===== src/rtl/riscv_ctrl_pkg.sv =====
// Shared definitions for the multicycle RV32I control unit.
// Holds the FSM state enum, ALUOp enum, opcode constants, datapath mux
// encodings, ALUControl codes and two small opcode helper functions.
package riscv_ctrl_pkg;

    typedef enum logic [3:0] {
        S_FETCH, S_DECODE, S_MEMADR, S_MEMREAD, S_MEMWB, S_MEMWRITE,
        S_EXECR, S_EXECI, S_ALUWB, S_BRANCH, S_JAL, S_JALR, S_JALRPC
    } state_t;

    typedef enum logic [1:0] {ALUOP_ADD, ALUOP_SUB, ALUOP_FUNCT} aluop_t;

    localparam logic [6:0] OP_LOAD   = 7'b0000011;
    localparam logic [6:0] OP_STORE  = 7'b0100011;
    localparam logic [6:0] OP_R      = 7'b0110011;
    localparam logic [6:0] OP_IMM    = 7'b0010011;
    localparam logic [6:0] OP_BRANCH = 7'b1100011;
    localparam logic [6:0] OP_JAL    = 7'b1101111;
    localparam logic [6:0] OP_JALR   = 7'b1100111;
    localparam logic [6:0] OP_LUI    = 7'b0110111;
    localparam logic [6:0] OP_AUIPC  = 7'b0010111;

    localparam logic [2:0] IMM_I = 3'b000;
    localparam logic [2:0] IMM_S = 3'b001;
    localparam logic [2:0] IMM_B = 3'b010;
    localparam logic [2:0] IMM_U = 3'b011;
    localparam logic [2:0] IMM_J = 3'b100;

    localparam logic [1:0] SRCA_PC    = 2'b00;
    localparam logic [1:0] SRCA_OLDPC = 2'b01;
    localparam logic [1:0] SRCA_REGA  = 2'b10;
    localparam logic [1:0] SRCA_ZERO  = 2'b11;

    localparam logic [1:0] SRCB_REGB  = 2'b00;
    localparam logic [1:0] SRCB_IMM   = 2'b01;
    localparam logic [1:0] SRCB_FOUR  = 2'b10;

    localparam logic [1:0] RES_ALUOUT    = 2'b00;
    localparam logic [1:0] RES_DATA      = 2'b01;
    localparam logic [1:0] RES_ALURESULT = 2'b10;

    localparam logic [3:0] ALU_ADD  = 4'b0000;
    localparam logic [3:0] ALU_SUB  = 4'b0001;
    localparam logic [3:0] ALU_AND  = 4'b0010;
    localparam logic [3:0] ALU_OR   = 4'b0011;
    localparam logic [3:0] ALU_XOR  = 4'b0100;
    localparam logic [3:0] ALU_SLT  = 4'b0101;
    localparam logic [3:0] ALU_SLL  = 4'b0110;
    localparam logic [3:0] ALU_SRL  = 4'b0111;
    localparam logic [3:0] ALU_SRA  = 4'b1000;
    localparam logic [3:0] ALU_SLTU = 4'b1001;

    // Immediate format for the extender; it is decoded in every state so the
    // extender output is already valid when DECODE needs the B/J/U offsets.
    function automatic logic [2:0] imm_src_of(input logic [6:0] op);
        case (op)
            OP_STORE:         return IMM_S;
            OP_BRANCH:        return IMM_B;
            OP_LUI, OP_AUIPC: return IMM_U;
            OP_JAL:           return IMM_J;
            default:          return IMM_I;
        endcase
    endfunction

    // Only beq/bne are implemented among the branches.
    function automatic logic op_legal(input logic [6:0] op, input logic [2:0] f3);
        case (op)
            OP_LOAD, OP_STORE, OP_R, OP_IMM,
            OP_JAL, OP_JALR, OP_LUI, OP_AUIPC: return 1'b1;
            OP_BRANCH:                         return (f3[2:1] == 2'b00);
            default:                           return 1'b0;
        endcase
    endfunction

endpackage


===== src/rtl/alu_decoder.sv =====
// Combinational ALU operation decoder.
// Ports: aluop (ADD/SUB/FUNCT request from the FSM), funct3, funct7b5,
//        op5 (Op[5], separates R-type from OP-IMM) -> alucontrol.
module alu_decoder
    import riscv_ctrl_pkg::*;
#(
    parameter int ALUCTRL_BITS = 4
) (
    input  aluop_t                  aluop,
    input  logic [2:0]              funct3,
    input  logic                    funct7b5,
    input  logic                    op5,
    output logic [ALUCTRL_BITS-1:0] alucontrol
);

    logic [3:0] ctl;

    always_comb begin
        ctl = ALU_ADD;
        case (aluop)
            ALUOP_ADD: ctl = ALU_ADD;
            ALUOP_SUB: ctl = ALU_SUB;
            default: begin
                case (funct3)
                    // addi has no SUB form, so Funct7b5 only matters for R-type
                    3'b000:  ctl = (op5 && funct7b5) ? ALU_SUB : ALU_ADD;
                    3'b001:  ctl = ALU_SLL;
                    3'b010:  ctl = ALU_SLT;
                    3'b011:  ctl = ALU_SLTU;
                    3'b100:  ctl = ALU_XOR;
                    3'b101:  ctl = funct7b5 ? ALU_SRA : ALU_SRL;
                    3'b110:  ctl = ALU_OR;
                    default: ctl = ALU_AND;
                endcase
            end
        endcase
    end

    assign alucontrol = ALUCTRL_BITS'(ctl);

endmodule


===== src/rtl/multicycle_control_unit.sv =====
// Main control FSM of the multicycle RV32I core.
// Inputs:  Clk, ResetN (sync, active low), Op/Funct3/Funct7b5 from the latched
//          instruction, Zero from the ALU, MemReady memory handshake.
// Outputs: PCWrite, AdrSrc, MemWrite, IRWrite, RegWrite, ResultSrc, ALUSrcA,
//          ALUSrcB, ImmSrc, ALUControl and a one-cycle IllegalInstr pulse.
module multicycle_control_unit
    import riscv_ctrl_pkg::*;
#(
    parameter int ALUCTRL_BITS = 4
) (
    input  logic                    Clk,
    input  logic                    ResetN,
    input  logic [6:0]              Op,
    input  logic [2:0]              Funct3,
    input  logic                    Funct7b5,
    input  logic                    Zero,
    input  logic                    MemReady,
    output logic                    PCWrite,
    output logic                    AdrSrc,
    output logic                    MemWrite,
    output logic                    IRWrite,
    output logic                    RegWrite,
    output logic [1:0]              ResultSrc,
    output logic [1:0]              ALUSrcA,
    output logic [1:0]              ALUSrcB,
    output logic [2:0]              ImmSrc,
    output logic [ALUCTRL_BITS-1:0] ALUControl,
    output logic                    IllegalInstr
);

    state_t state, next;
    aluop_t aluop;

    always_ff @(posedge Clk) begin
        if (!ResetN) state <= S_FETCH;
        else         state <= next;
    end

    always_comb begin
        next = state;
        case (state)
            S_FETCH:    if (MemReady) next = S_DECODE;
            S_DECODE: begin
                if (!op_legal(Op, Funct3)) next = S_FETCH;
                else begin
                    case (Op)
                        OP_LOAD, OP_STORE: next = S_MEMADR;
                        OP_R:              next = S_EXECR;
                        OP_IMM, OP_LUI:    next = S_EXECI;
                        OP_BRANCH:         next = S_BRANCH;
                        OP_JAL:            next = S_JAL;
                        OP_JALR:           next = S_JALR;
                        OP_AUIPC:          next = S_ALUWB;  // target already in ALUOut
                        default:           next = S_FETCH;
                    endcase
                end
            end
            S_MEMADR:   next = Op[5] ? S_MEMWRITE : S_MEMREAD;
            S_MEMREAD:  if (MemReady) next = S_MEMWB;
            S_MEMWRITE: if (MemReady) next = S_FETCH;
            S_EXECR, S_EXECI, S_JAL, S_JALRPC: next = S_ALUWB;
            S_JALR:     next = S_JALRPC;
            default:    next = S_FETCH;  // MEMWB, ALUWB, BRANCH
        endcase
    end

    always_comb begin
        PCWrite      = 1'b0;
        AdrSrc       = 1'b0;
        MemWrite     = 1'b0;
        IRWrite      = 1'b0;
        RegWrite     = 1'b0;
        ResultSrc    = RES_ALUOUT;
        ALUSrcA      = SRCA_PC;
        ALUSrcB      = SRCB_REGB;
        aluop        = ALUOP_ADD;
        IllegalInstr = 1'b0;
        case (state)
            S_FETCH: begin
                ALUSrcB   = SRCB_FOUR;
                ResultSrc = RES_ALURESULT;
                IRWrite   = MemReady;
                PCWrite   = MemReady;
            end
            S_DECODE: begin
                ALUSrcA      = SRCA_OLDPC;
                ALUSrcB      = SRCB_IMM;
                IllegalInstr = !op_legal(Op, Funct3);
            end
            S_MEMADR: begin
                ALUSrcA = SRCA_REGA;
                ALUSrcB = SRCB_IMM;
            end
            S_MEMREAD:  AdrSrc = 1'b1;
            S_MEMWB: begin
                ResultSrc = RES_DATA;
                RegWrite  = 1'b1;
            end
            S_MEMWRITE: begin
                AdrSrc   = 1'b1;
                MemWrite = 1'b1;
            end
            S_EXECR: begin
                ALUSrcA = SRCA_REGA;
                aluop   = ALUOP_FUNCT;
            end
            S_EXECI: begin
                // LUI reuses the OP-IMM path as 0 + imm
                ALUSrcA = (Op == OP_LUI) ? SRCA_ZERO : SRCA_REGA;
                ALUSrcB = SRCB_IMM;
                aluop   = (Op == OP_LUI) ? ALUOP_ADD : ALUOP_FUNCT;
            end
            S_ALUWB:    RegWrite = 1'b1;
            S_BRANCH: begin
                ALUSrcA = SRCA_REGA;
                aluop   = ALUOP_SUB;
                PCWrite = Zero ^ Funct3[0];  // beq takes on equal, bne on not-equal
            end
            S_JALR: begin
                ALUSrcA = SRCA_REGA;
                ALUSrcB = SRCB_IMM;
            end
            S_JAL, S_JALRPC: begin
                // PC <- ALUOut (target) while ALU forms the link OldPC+4
                ALUSrcA = SRCA_OLDPC;
                ALUSrcB = SRCB_FOUR;
                PCWrite = 1'b1;
            end
            default: ;
        endcase
        // Reset must suppress every side effect, even mid-instruction.
        if (!ResetN) begin
            PCWrite      = 1'b0;
            MemWrite     = 1'b0;
            IRWrite      = 1'b0;
            RegWrite     = 1'b0;
            IllegalInstr = 1'b0;
        end
    end

    assign ImmSrc = imm_src_of(Op);

    alu_decoder #(.ALUCTRL_BITS(ALUCTRL_BITS)) u_alu_dec (
        .aluop      (aluop),
        .funct3     (Funct3),
        .funct7b5   (Funct7b5),
        .op5        (Op[5]),
        .alucontrol (ALUControl)
    );

endmodule


===== config.mk =====
export PLATFORM = sky130hd
export DESIGN_NAME = multicycle_control_unit
export DESIGN_NICKNAME = d
export VERILOG_FILES = /design/src/rtl/riscv_ctrl_pkg.sv /design/src/rtl/alu_decoder.sv /design/src/rtl/multicycle_control_unit.sv
export SDC_FILE = /design/constraint.sdc
export NUM_CORES = 1
export LEC_CHECK = 0
export CAP_MARGIN = 0
export CELL_PAD_IN_SITES_DETAIL_PLACEMENT = 1
export CELL_PAD_IN_SITES_GLOBAL_PLACEMENT = 2
export CORE_MARGIN = 3
export CORE_UTILIZATION = 21
export DETAILED_ROUTE_END_ITERATION = 10
export PLACE_DENSITY_LB_ADDON = 0.25
export RECOVER_POWER = 50
export SYNTH_ARGS = -nofsm -noshare
export SYNTH_HDL_FRONTEND = slang
export SYNTH_SLANG_ARGS = --single-unit

===== constraint.sdc =====
create_clock -name Clk -period 2.1 [get_ports Clk]
set_input_delay 0.42 -clock Clk [delete_from_list [all_inputs] [get_ports Clk]]
set_output_delay 0.42 -clock Clk [all_outputs]
set_load 0.02 [all_outputs]

==> run notes, run 1 <==
The run finished, with violations left. The final reports fail on setup timing. Summed over all sequential cells, the power is 0.0879 mW. TritonCTS built the clock tree. In the synthesized netlist the dominant register cell turns out to be sky130_fd_sc_hd__dfxtp_1. The run gives 4 for the total of flip-flops plus latches after synthesis. The tools report the launch point of the worst reg-to-reg path as state[1]$_SDFFE_PN0P_. The tools report the sequential share of power as 15.7%.

The number of nets handed over by synthesis was 157. The synthesis log from Yosys contains 0 warnings. The number of buffers created by CTS was 3. The final power report lists total power as 0.558 mW. The run gives 5 for the final number of setup-violating endpoints. The worst setup path is of the primary input to output port kind. The run gives 83 as the number of gates resized after cts.

The run gives 15 for the maximum number of pins on one net before global-route repair. The floorplan core area is 0.00383 sq mm, and the global route total overflow is 0. The power dissipated by switching net loads was 0.201 mW; the number of DRC markers after the initial detailed-route iteration was 53.

For this configuration, the core starts out at a cell density of 22.7%. The wire length on met3 was 112 um; the number of non-clock buffers was 93. Per the repair_timing log after CTS, setup buffers inserted total 9.

The run gives 0.805 as the routability congestion estimate. The port buffer count came out at 33. The run gives 4370 um for the aggregate routed wire length. The tightest hold path in the finished design has a slack of 0.641 ns. No sink is reached through more buffers than the 2 on the longest clock path. In the final layout, flip-flops and latches take up 4.59% of the cell area. The tools report the arrival time at the worst endpoint as 1.80 ns. The slack of the critical path is -0.118 ns, and the count of library flops with an enable pin is 0.

The worst register-to-register path has a setup slack of 0.23 ns. The run gives 4 for the number of sequential storage elements.
## run 1: routing by layer
layer,vias to the layer above,global-route usage [%]
li1,679,-
met1,660,22.6
met2,24,28.8
met3,6,1.73
met4,0,5.11
met5,-,0
## run 1: logic make-up (layout without fill, tap and decap cells)
family	count (synthesis)	count (layout)	share of synthesized area, %
flip-flops	4	4	9.24
AND-OR/OR-AND	43	43	33.5
AND/OR/NAND/NOR	72	72	43.4
multiplexers	1	1	1.15
buffers and inverters	19	103	9.67
XOR/XNOR	3	3	3.03
## run 1: critical path: cells and delay by family
family	cells	cell delay [ns]
AND-OR/OR-AND	1	0.23
buffers and inverters	3	0.36
AND/OR/NAND/NOR	3	0.79
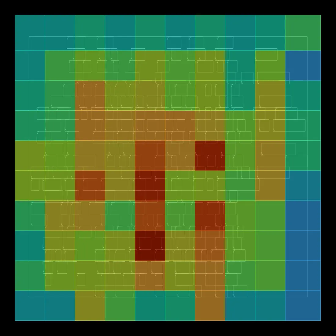
*Track usage over the die, run 1*
global-route usage over all layers: 17.0%
drt wl/cell: 15.9 um
final core occ: 46.3%
global-route met1 utilization: 22.6%
most crowded layer after global routing: met2

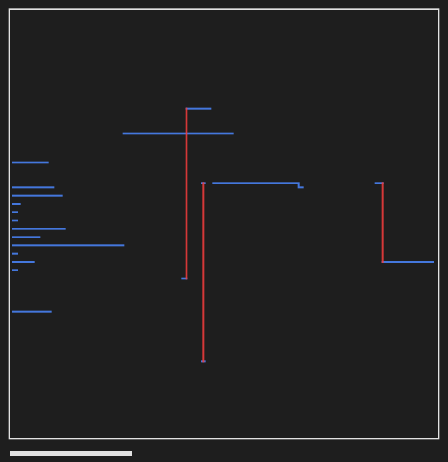
*Routed metal, one colour a layer, run 1*
Scale bar: 20 um. Two of the layers only.
Key: blue = M3 [wire length 113 um]; red = M4 [wire length 70.0 um]

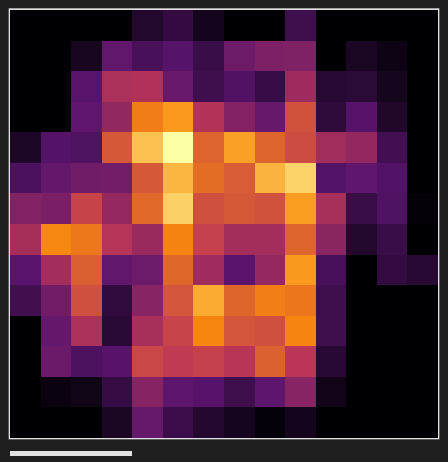
*Routed metal per tile, run 1*
Scale bar: 20 um. The die is cut into 14 by 14 equal tiles; black is low, pale yellow is high, scaled to the fullest tile. Values are wire area over tile area, all layers added.
The fullest tile reaches 0.47. The emptiest ninth of the die: south-east. The mean over all tiles is 0.14.

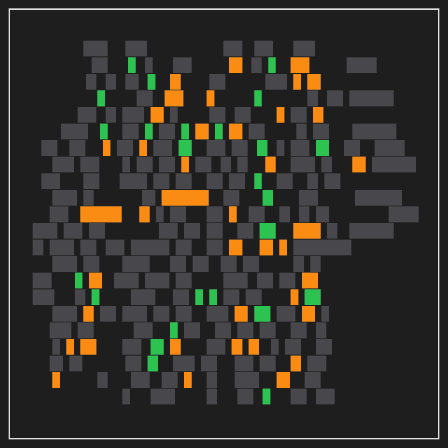
*Selected gate families, run 1*
Key: orange = nor cells [cells 40]; green = nand cells [cells 25]
multi-input gate share of total cell area: 45.0%
Final Instance Count excl. Fillers: 274
most frequent logic cell in the layout: sky130_fd_sc_hd__buf_4

==> inputs of run 2 (changes only) <==
--- a/config.mk
+++ b/config.mk
@@ -8,11 +8,11 @@
 export CAP_MARGIN = 0
 export CELL_PAD_IN_SITES_DETAIL_PLACEMENT = 1
 export CELL_PAD_IN_SITES_GLOBAL_PLACEMENT = 2
-export CORE_MARGIN = 3
 export CORE_UTILIZATION = 21
 export DETAILED_ROUTE_END_ITERATION = 10
-export PLACE_DENSITY_LB_ADDON = 0.25
+export PLACE_DENSITY = 0.75
 export RECOVER_POWER = 50
 export SYNTH_ARGS = -nofsm -noshare
 export SYNTH_HDL_FRONTEND = slang
+export SYNTH_HIERARCHICAL = 1
 export SYNTH_SLANG_ARGS = --single-unit
==> run notes, run 2 <==
The flow ran to the end, and the final reports show no timing, DRC or antenna violations. The run gives 0.744 nW for the static leakage power. Looking at the power breakdown, sequential logic takes 18.6% of the total. By area, multi-input combinational cells come first.

The layout summary lists the proportion of cells stronger than drive strength 1 as 43.0%. Looking at area per cell type in the netlist, the leader is sky130_fd_sc_hd__dfxtp_1. The run gives 6 for the number of warning messages in the yosys log. TritonCTS built the clock tree. In the detailed route, the total length drawn on met3 is 73 um. Per the post-synthesis report, the number of cells in the design is 121. The largest registers in the layout are state: 4 flops. The logs give 34 for the boundary pin count and 20.3% for the met1 track demand over resource in global routing.

The logs give 810 sq um for the area figure in the yosys stat output and 0.59 ns for the setup slack of the worst register-to-register path. For the net count of the mapped netlist, the log shows 136. The run gives 7 for the logic depth of the worst setup path including buffers.

The worst setup path is launched from a primary input. Leaving out fill and tap cells, the most frequent cell in the layout is sky130_fd_sc_hd__buf_4. The most used flip-flop cell after synthesis is sky130_fd_sc_hd__dfxtp_1. The final layout contains a sequential cell count of 4. Endpoint of the worst hold path: state[1]$_SDFFE_PN0P_. For the number of buffers created by CTS, the log shows 3. The power attributed to sequential cells was 0.0810 mW; the global route total overflow was 0. For this run, the detailed router's first-pass iteration total came to 4. Of all the cell area in the finished design, non-clock buffers hold 43.5%. The run gives 33 for the port buffer count. The number of inverters outside the clock class in the layout is 3, and the total buffers and inverters traversed by the critical path is 2. The launch point of the worst reg-to-reg path is state[2]$_SDFFE_PN0P_. Across every metal layer, demand over resource in global routing totals 18.8%. Per the finish-stage timing summary, setup violations number 0. The number of non-clock buffers is 85, and the post-CTS setup buffer count is 5. Per report_power, the combinational group accounts for 43.1% of the total. Count of library flops with an enable pin: 0. The area growth from synthesis to layout is 92.7%.

The run gives 9.89% as the sequential-to-total area share from yosys stat. The overall power was 0.435 mW. Across the whole layout, storage elements make up 5.29% of the cell area.

Arrival time at the worst endpoint: 1.66 ns. Per STA, the worst path accumulates the most delay in the family AND-OR/OR-AND gates. The critical path is of the primary input to output port type.

The final timing report lists a hold violation count of 0. The tightest hold path in the finished design has a slack of 0.739 ns. On the critical path, the stage with the largest delay is an instance of sky130_fd_sc_hd__o32a_1. For the global-route track usage on met2, the log shows 36.4%.

With the total of flip-flops plus latches after synthesis at 4, the worst-case clock buffer depth is 2. The tools report the power dissipated by switching net loads as 0.136 mW. For this block, the initial DRC count from the detailed router was 46.

Most heavily used metal layer in global routing: met2. The register with the most flip-flops in the layout has 4 of them. For reference, the clock transition at the flip-flops on the worst setup and hold paths is 0.03 ns. Across the VDD grid, the largest voltage drop is 137 uV.

The logs give 11 for the maximum number of pins on one net before global-route repair and 38.2% for the clock share of power. Post-CTS repair ended up resizing 68 cells. The global routing report lists met3 layer usage as 1.25%.

Per the gpl log, the routability congestion estimate is 0.798. The run gives 21.9% for the core utilization before placement. Sorting the synthesis cell report by count puts at the top sky130_fd_sc_hd__nand2_1.
## run 2: cell families after synthesis
kind of cell / count (synthesis) / share of synthesized area (%)
multiplexers: 1 / 1.24
AND-OR/OR-AND: 35 / 28.3
flip-flops: 4 / 9.89
AND/OR/NAND/NOR: 66 / 46.7
buffers and inverters: 12 / 10.7
XOR/XNOR: 3 / 3.25
## run 2: per-stage QoR
step | cells | setup WS, ns | area (sq um)
final | 248 | 0.0233 | 1560
after global placement | 237 | -0.702 | 1460
after detailed placement | 237 | -0.791 | 1460
after global routing | 248 | -0.0303 | 1560
after CTS | 245 | 0.000794 | 1540
after floorplan | 121 | 0.106 | 816
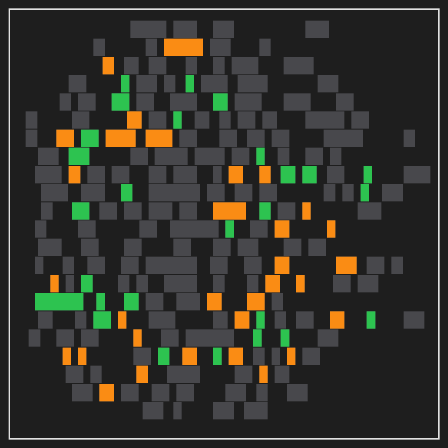
*Selected gate families, run 2*
Key: orange = nor cells [cells 32]; green = nand cells [cells 27]
multi-input gate share of total cell area: 44.0%
Final Instance Count excl. Fillers: 248

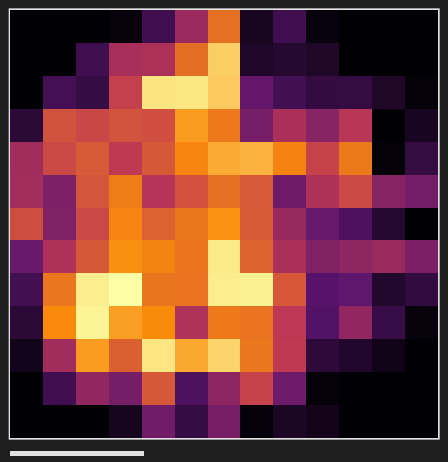
*Routed metal per tile, run 2*
Scale bar: 20 um. The die is cut into 13 by 13 equal tiles; black is low, pale yellow is high, scaled to the fullest tile. Values are wire area over tile area, all layers added.
18% of the tiles are nearly empty. The emptiest ninth of the die: south-east. The densest ninth of the die: centre.
drt wl/cell: 14.4 um
routed via count: 1,209
final WL: 3570 um

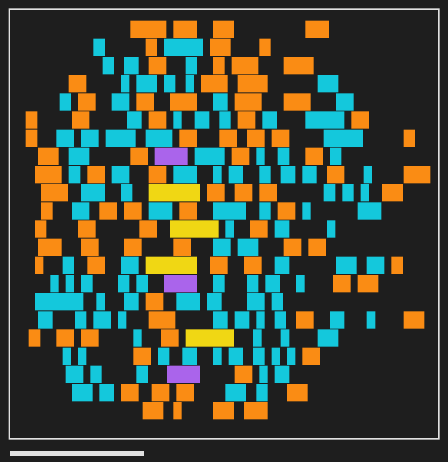
*Cells coloured by class, run 2*
Scale bar: 20 um.
Key: orange = remaining buffers and delay cells [cells 85, share of their area 45%]; cyan = remaining logic cells [cells 108, share of their area 47%]; purple = clock-net drivers [cells 3, share of their area 2.8%]; yellow = sequential cells [cells 4, share of their area 5.5%]
final core occ: 42.3%
Placement Rows: 22
CORE AREA: 0.00369 sq mm

Power is estimated from default activity; no workload was simulated.
